--- src/rtl/fpro_bus_arbiter.sv ---
// Two-master FPro bus arbiter and transaction sequencer.
// Grants M0 or M1 and issues a single-cycle read or write strobe. Address and
// chip select are held until the read data is captured, then the granted master
// gets a one-cycle ack.
// Build option: define FPRO_ARB_FIXED_PRIO_EN to make M0 win every tie.
// Without it (the default), ties alternate round-robin using last_grant.
module fpro_bus_arbiter #(
    parameter int unsigned ADDR_W = 21,
    parameter int unsigned DATA_W = 32,
    parameter int unsigned RD_LAT = 1
) (
    input  logic              clk,
    input  logic              reset,
    // master 0
    input  logic              m0_req,
    input  logic              m0_wr,
    input  logic              m0_video,
    input  logic [ADDR_W-1:0] m0_addr,
    input  logic [DATA_W-1:0] m0_wdata,
    output logic [DATA_W-1:0] m0_rdata,
    output logic              m0_ack,
    // master 1
    input  logic              m1_req,
    input  logic              m1_wr,
    input  logic              m1_video,
    input  logic [ADDR_W-1:0] m1_addr,
    input  logic [DATA_W-1:0] m1_wdata,
    output logic [DATA_W-1:0] m1_rdata,
    output logic              m1_ack,
    // FPro fabric
    output logic [ADDR_W-1:0] fp_addr,
    output logic [DATA_W-1:0] fp_write_data,
    output logic              fp_write,
    output logic              fp_read,
    output logic              fp_mmio_cs,
    output logic              fp_video_cs,
    input  logic [DATA_W-1:0] fp_read_data
);

    typedef enum logic [1:0] {StIdle, StIssue, StWait, StDone} state_e;

    // WAIT runs RD_LAT cycles; the counter counts down to zero inclusive
    localparam logic [2:0] CntInit = (RD_LAT > 0) ? 3'(RD_LAT - 1) : 3'd0;

    state_e            state_q, state_d;
    logic              grant_q, grant_d;          // 0 = M0, 1 = M1
    logic              last_grant_q, last_grant_d;
    logic              wr_q, wr_d;
    logic              video_q, video_d;
    logic [ADDR_W-1:0] addr_q, addr_d;
    logic [DATA_W-1:0] wdata_q, wdata_d;
    logic [2:0]        cnt_q, cnt_d;
    logic [DATA_W-1:0] m0_rdata_q, m0_rdata_d;
    logic [DATA_W-1:0] m1_rdata_q, m1_rdata_d;
    logic              capture;
    logic              pick_m1;
    logic              busy;

`ifdef FPRO_ARB_FIXED_PRIO_EN
    // Tie goes to M0 unconditionally
    assign pick_m1 = m1_req & ~m0_req;
`else
    // Tie goes to whichever master was not granted last
    assign pick_m1 = m1_req & (~m0_req | ~last_grant_q);
`endif

    // Next-state logic: arbitration in IDLE, strobe/wait sequencing afterwards
    always_comb begin
        state_d      = state_q;
        grant_d      = grant_q;
        last_grant_d = last_grant_q;
        wr_d         = wr_q;
        video_d      = video_q;
        addr_d       = addr_q;
        wdata_d      = wdata_q;
        cnt_d        = cnt_q;
        m0_rdata_d   = m0_rdata_q;
        m1_rdata_d   = m1_rdata_q;
        capture      = 1'b0;

        case (state_q)
            StIdle: begin
                if (m0_req || m1_req) begin
                    grant_d = pick_m1;
                    wr_d    = pick_m1 ? m1_wr    : m0_wr;
                    video_d = pick_m1 ? m1_video : m0_video;
                    addr_d  = pick_m1 ? m1_addr  : m0_addr;
                    wdata_d = pick_m1 ? m1_wdata : m0_wdata;
                    state_d = StIssue;
                end
            end
            StIssue: begin
                if (wr_q) begin
                    state_d = StDone;
                end else if (RD_LAT == 0) begin
                    capture = 1'b1;
                    state_d = StDone;
                end else begin
                    cnt_d   = CntInit;
                    state_d = StWait;
                end
            end
            StWait: begin
                if (cnt_q == 3'd0) begin
                    capture = 1'b1;
                    state_d = StDone;
                end else begin
                    cnt_d = cnt_q - 3'd1;
                end
            end
            StDone: begin
                last_grant_d = grant_q;
                state_d      = StIdle;
            end
            default: state_d = StIdle;
        endcase

        // Read data lands directly in the granted master's return register
        if (capture) begin
            if (grant_q) begin
                m1_rdata_d = fp_read_data;
            end else begin
                m0_rdata_d = fp_read_data;
            end
        end
    end

    // State and datapath registers with synchronous reset
    always_ff @(posedge clk) begin
        if (reset) begin
            state_q      <= StIdle;
            grant_q      <= 1'b0;
            last_grant_q <= 1'b1;
            wr_q         <= 1'b0;
            video_q      <= 1'b0;
            addr_q       <= '0;
            wdata_q      <= '0;
            cnt_q        <= 3'd0;
            m0_rdata_q   <= '0;
            m1_rdata_q   <= '0;
        end else begin
            state_q      <= state_d;
            grant_q      <= grant_d;
            last_grant_q <= last_grant_d;
            wr_q         <= wr_d;
            video_q      <= video_d;
            addr_q       <= addr_d;
            wdata_q      <= wdata_d;
            cnt_q        <= cnt_d;
            m0_rdata_q   <= m0_rdata_d;
            m1_rdata_q   <= m1_rdata_d;
        end
    end

    // Strobes, chip selects and acks decoded from the registered state
    assign busy          = (state_q != StIdle);
    assign fp_write      = (state_q == StIssue) & wr_q;
    assign fp_read       = (state_q == StIssue) & ~wr_q;
    assign fp_mmio_cs    = busy & ~video_q;
    assign fp_video_cs   = busy & video_q;
    assign m0_ack        = (state_q == StDone) & ~grant_q;
    assign m1_ack        = (state_q == StDone) & grant_q;
    assign fp_addr       = addr_q;
    assign fp_write_data = wdata_q;
    assign m0_rdata      = m0_rdata_q;
    assign m1_rdata      = m1_rdata_q;

endmodule
--- config.mk ---
export PLATFORM = sky130hd
export DESIGN_NAME = fpro_bus_arbiter
export DESIGN_NICKNAME = d
export VERILOG_FILES = /design/src/rtl/fpro_bus_arbiter.sv
export SDC_FILE = /design/constraint.sdc
export NUM_CORES = 1
export LEC_CHECK = 0
export CAP_MARGIN = 20
export CORE_ASPECT_RATIO = 0.75
export CORE_MARGIN = 3
export CORE_UTILIZATION = 42
export DETAILED_ROUTE_END_ITERATION = 10
export GPL_TIMING_DRIVEN = 0
export PLACE_DENSITY = 0.88
export SYNTH_ARGS = -nofsm -noshare
export SYNTH_HDL_FRONTEND = slang
export SYNTH_SLANG_ARGS = --single-unit
--- constraint.sdc ---
create_clock -name clk -period 4.4 [get_ports clk]
set_clock_uncertainty 0.05 [all_clocks]
set_input_delay 1.32 -clock clk [delete_from_list [all_inputs] [get_ports clk]]
set_output_delay 1.32 -clock clk [all_outputs]
set_load 0.03 [all_outputs]
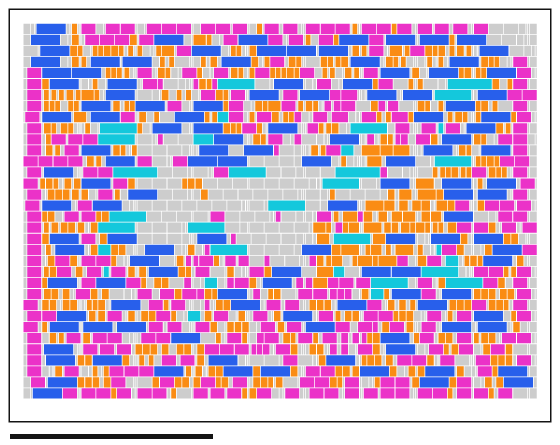
run_1/class_map.png
The bar under the picture is 50 um long. Fill, decap, tap and diode cells in grey.
class	colour	cells	share of their area
sequential cells	blue	126	30%
remaining logic cells	orange	470	27%
remaining buffers and delay cells	magenta	320	35%
clock drivers and dummy loads	cyan	32	7.3%

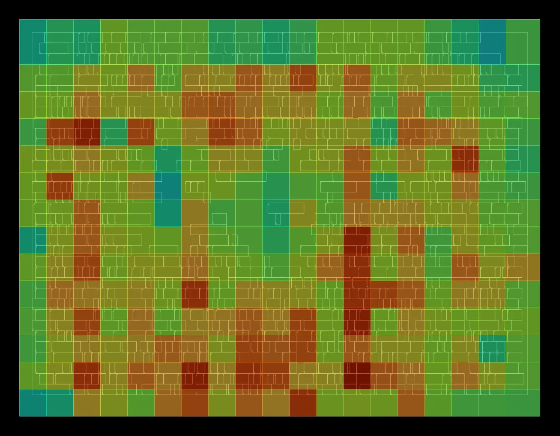
run_1/congestion_map.png
utilization of the core after routing: 0.731
met2 Resource Use GR: 0.422

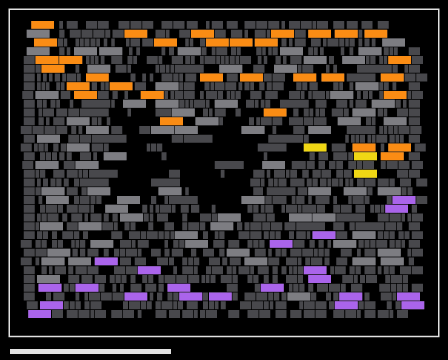
run_1/ff_map.png
The bar under the picture is 50 um long. Other sequential cells in the stronger grey, the rest of the logic in the fainter grey.
name in the netlist	colour	placed flops
cnt_q	yellow	3
fp_addr	purple	21
m0_rdata	orange	32
not coloured	70

==> metrics.csv, run 1 <==
stage,metric,value,unit
cells_and_area,clk_cell_area_share,0.0711,
cells_and_area,sequential_cell_area,2520,um^2
routing,route.layer.met1.wl,7760,um
clocking,clock_transition_at_the_register_clock_pins_on_the_worst_setup_and_hold_paths_after_cts,0.05,ns
sta,rsz0062_at_grt,false,
floorplanning,die_ar,13400,um^2
power_and_ir_drop,vdd.ir_drop.worst,0.344,mV
routing,uppermost_metal_layer_occupied_by_signal_nets,met4,
routing,post_drt_via_cell_ratio,5.14,
cells_and_area,finish.instance_area,8560,um^2
floorplanning,floorplan.rows,34,
worst_hold_path,min_path_type,reg2reg,
sta,final.min_clock_period,3.45,ns
global_routing,met3_grt_util,0.0730,
global_routing,grt_max_degree,17,
yosys,synth_adder_area_share,0.0173,
cells_and_area,top_area_cell_class,non-clock buffers,
routing,drcViolationCount,0,
setup_path,criticalPathCategory,reg2out,
cells_and_area,seq_area_frac,0.295,
yosys,synth.top_cells.by_count,"nand2_1, a21oi_1, dfxtp_1, o21ai_0, buf_2",
floorplanning,fp_util,0.434,
yosys,syn-mean-instance-area,7.82,um^2
power_and_ir_drop,netSwitchingPower,1.91,mW
cells_and_area,ffs_latches,126,
cells_and_area,n_multi_input_combinational_cell,463,
yosys,top_cell_area_share,0.497,
sta,fin_setup_tns,0,ns
placement,hpwl_detailed,13400,um
sta,timing_hold_violations_final,0,
yosys,synthesis.nets,802,
setup_path,crit_arrival,2.08,ns
power_and_ir_drop,clockNetworkPower,1.45,mW
cells_and_area,clock_buffer_count,21,
yosys,warnings_synthesis,0,
routing,wl_met2,8770,um
setup_path,startpoint,state_q[1],
job,max_cap_violations,0,
worst_hold_path,worst_hold_path.num_cells,2,
clocking,clock.latency.late_pin,0.40,ns
clocking,postCtsSetupRepairBufs,0,
power_and_ir_drop,comb-power,2.07,mW
outcome,outcome,"finished, final reports clean",
setup_path,worstReg2RegStart,state_q[0],
global_routing,grt-busiest-layer,met2,
[run 1: sequential cells by signal (all words and copies together), names as in the netlist]
register       cells
last_grant_q       1
fp_addr           21
fp_write_data     32
m0_rdata          32
state_q            2
cnt_q              3
wr_q               1
grant_q            1
m1_rdata          32
video_q            1
[run 1: worst max-delay path, stage by stage (launching register included)]
cell,delay [ns]
dfxtp_1,0.37
inv_1,0.10
ha_1,0.20
nand2_1,0.12
inv_1,0.18
clkdlybuf4s50_1,0.71
[run 1: worst paths after layout]
check / end / slack [ns]
worst max-delay path: fp_write / 0.95
worst min-delay path: m1_rdata[31] / 0.40
worst max register to register: video_q / 2.51
worst min register to register: m1_rdata[31] / 0.40
--- run 2 (diff from run 1) ---
- CORE_UTILIZATION: 42 -> 39
- PLACE_DENSITY: 0.88 -> 0.83
- clock period: 4.4 -> 3.3 ns (I/O delays scaled with it)
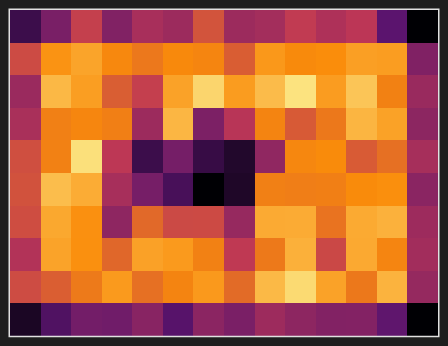
run_2/util_map.png
The die is cut into 14 by 10 equal tiles; black is low, pale yellow is high, 0 to 100% covered.
fullest tile	94%
tiles over 75% full	29%
emptiest ninth of the die	centre
mean over tiles	58%
nearly empty tiles	2.1%

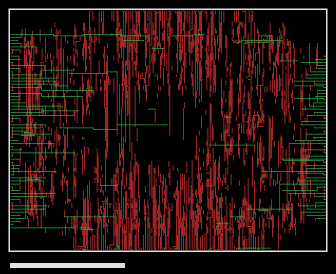
run_2/layers.png
The bar under the picture is 50 um long. Two of the layers only.
layer	colour	wire length
M3	green	1420 um
M2	red	8170 um

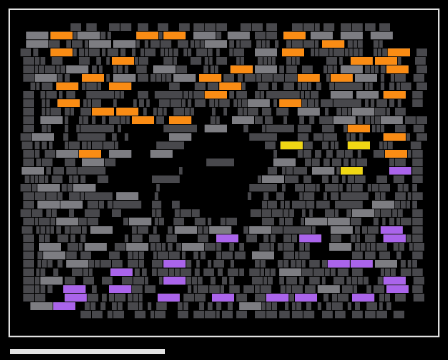
run_2/ff_map.png
The bar under the picture is 50 um long. Other sequential cells in the stronger grey, the rest of the logic in the fainter grey.
name in the netlist	colour	placed flops
m0_rdata	orange	32
cnt_q	yellow	3
fp_addr	purple	21
not coloured	70

==> run 2 against run 1 <==
Core utilization decreased by 4.6 points; highest routed layer unchanged; sequential power increased by 32%; synthesized area unchanged; sequential share of layout area about the same; via count decreased by 2.5%.
==> metrics.csv, run 2 <==
stage,metric,value,unit,change
power_and_ir_drop,clockNetworkPower,1.90,mW,was 1.45 mW
cells_and_area,final_core_utilization,0.686,,was 0.731
power_and_ir_drop,netSwitchingPower,2.50,mW,was 1.91 mW
routing,uppermost_metal_layer_occupied_by_signal_nets,met4,,unchanged
cells_and_area,clk_cell_area_share,0.0706,,was 0.0711
power_and_ir_drop,vdd.ir_drop.worst,0.379,mV,was 0.344 mV
global_routing,met3_grt_util,0.0780,,was 0.0730
routing,route.layer.met1.wl,7740,um,was 7760 um
cells_and_area,sequential_cell_area,2520,um^2,unchanged
global_routing,met2_usage,0.384,,was 0.422
yosys,synthesis.nets,802,,unchanged
setup_path,worst-path-buf-inv,3,,unchanged
floorplanning,fp_util,0.407,,was 0.434
power_and_ir_drop,comb-power,2.74,mW,was 2.07 mW
setup_path,regToRegSetupSlack,1.38,ns,was 2.51 ns
routing,drcViolationCount,0,,unchanged
yosys,warnings_synthesis,0,,unchanged
cells_and_area,top_area_cell_class,non-clock buffers,,unchanged
global_routing,grt_max_degree,17,,unchanged
worst_hold_path,holdPathEnd,m1_rdata[12],,was m1_rdata[31]
cells_and_area,seq_area_frac,0.295,,about the same
cells_and_area,finish.instance_area,8560,um^2,about the same
outcome,outcome,"finished, final reports clean",,unchanged
routing,post_drt_via_cell_ratio,4.99,,was 5.14
floorplanning,die_ar,14400,um^2,was 13400 um^2
sta,timing_hold_violations_final,0,,unchanged
setup_path,worst_setup_path_endpoint,fp_write,,unchanged
sta,rsz0062_at_grt,false,,unchanged
global_routing,grt-busiest-layer,met2,,unchanged
clocking,clock.latency.late_pin,0.40,ns,about the same
setup_path,critical-path-top-delay-family,buffers and inverters,,unchanged
setup_path,crit_arrival,2.05,ns,was 2.08 ns
worst_hold_path,min_path_type,reg2reg,,unchanged
setup_path,worstReg2RegStart,state_q[0],,unchanged
sta,fin_setup_tns,0,ns,unchanged
yosys,synth.top_cells.by_count,"nand2_1, a21oi_1, dfxtp_1, o21ai_0, buf_2",,unchanged
clocking,postCtsSetupRepairBufs,0,,unchanged
==> run 2: cell counts after synthesis <==
Identical to the previous run, type by type.
==> run 2: metrics by stage <==
| stage | worst slack [ns] | total power [mW] | std cells |
|---|---|---|---|
| after floorplan | 1.05 | 3.64 | 649 |
| after global placement | 0.647 | 4.75 | 1082 |
| after detailed placement | 0.610 | 4.78 | 1082 |
| after CTS | 0.201 | 6.71 | 1113 |
| after global routing | 0.0999 | 7.03 | 1113 |
| final | 0.210 | 6.67 | 1113 |
==> run 2: cell families (layout without fill, tap and decap cells) <==
group           after synthesis  after routing  share of synthesized area
compound gates              245            245                      0.255
fa+ha+maj                     7              7                     0.0173
buf+inv                      60            358                     0.0602
flops                       126            126                      0.497
mux                           1              1                    0.00197
simple gates                210            210                      0.169
Power and IR drop assume default switching activity.
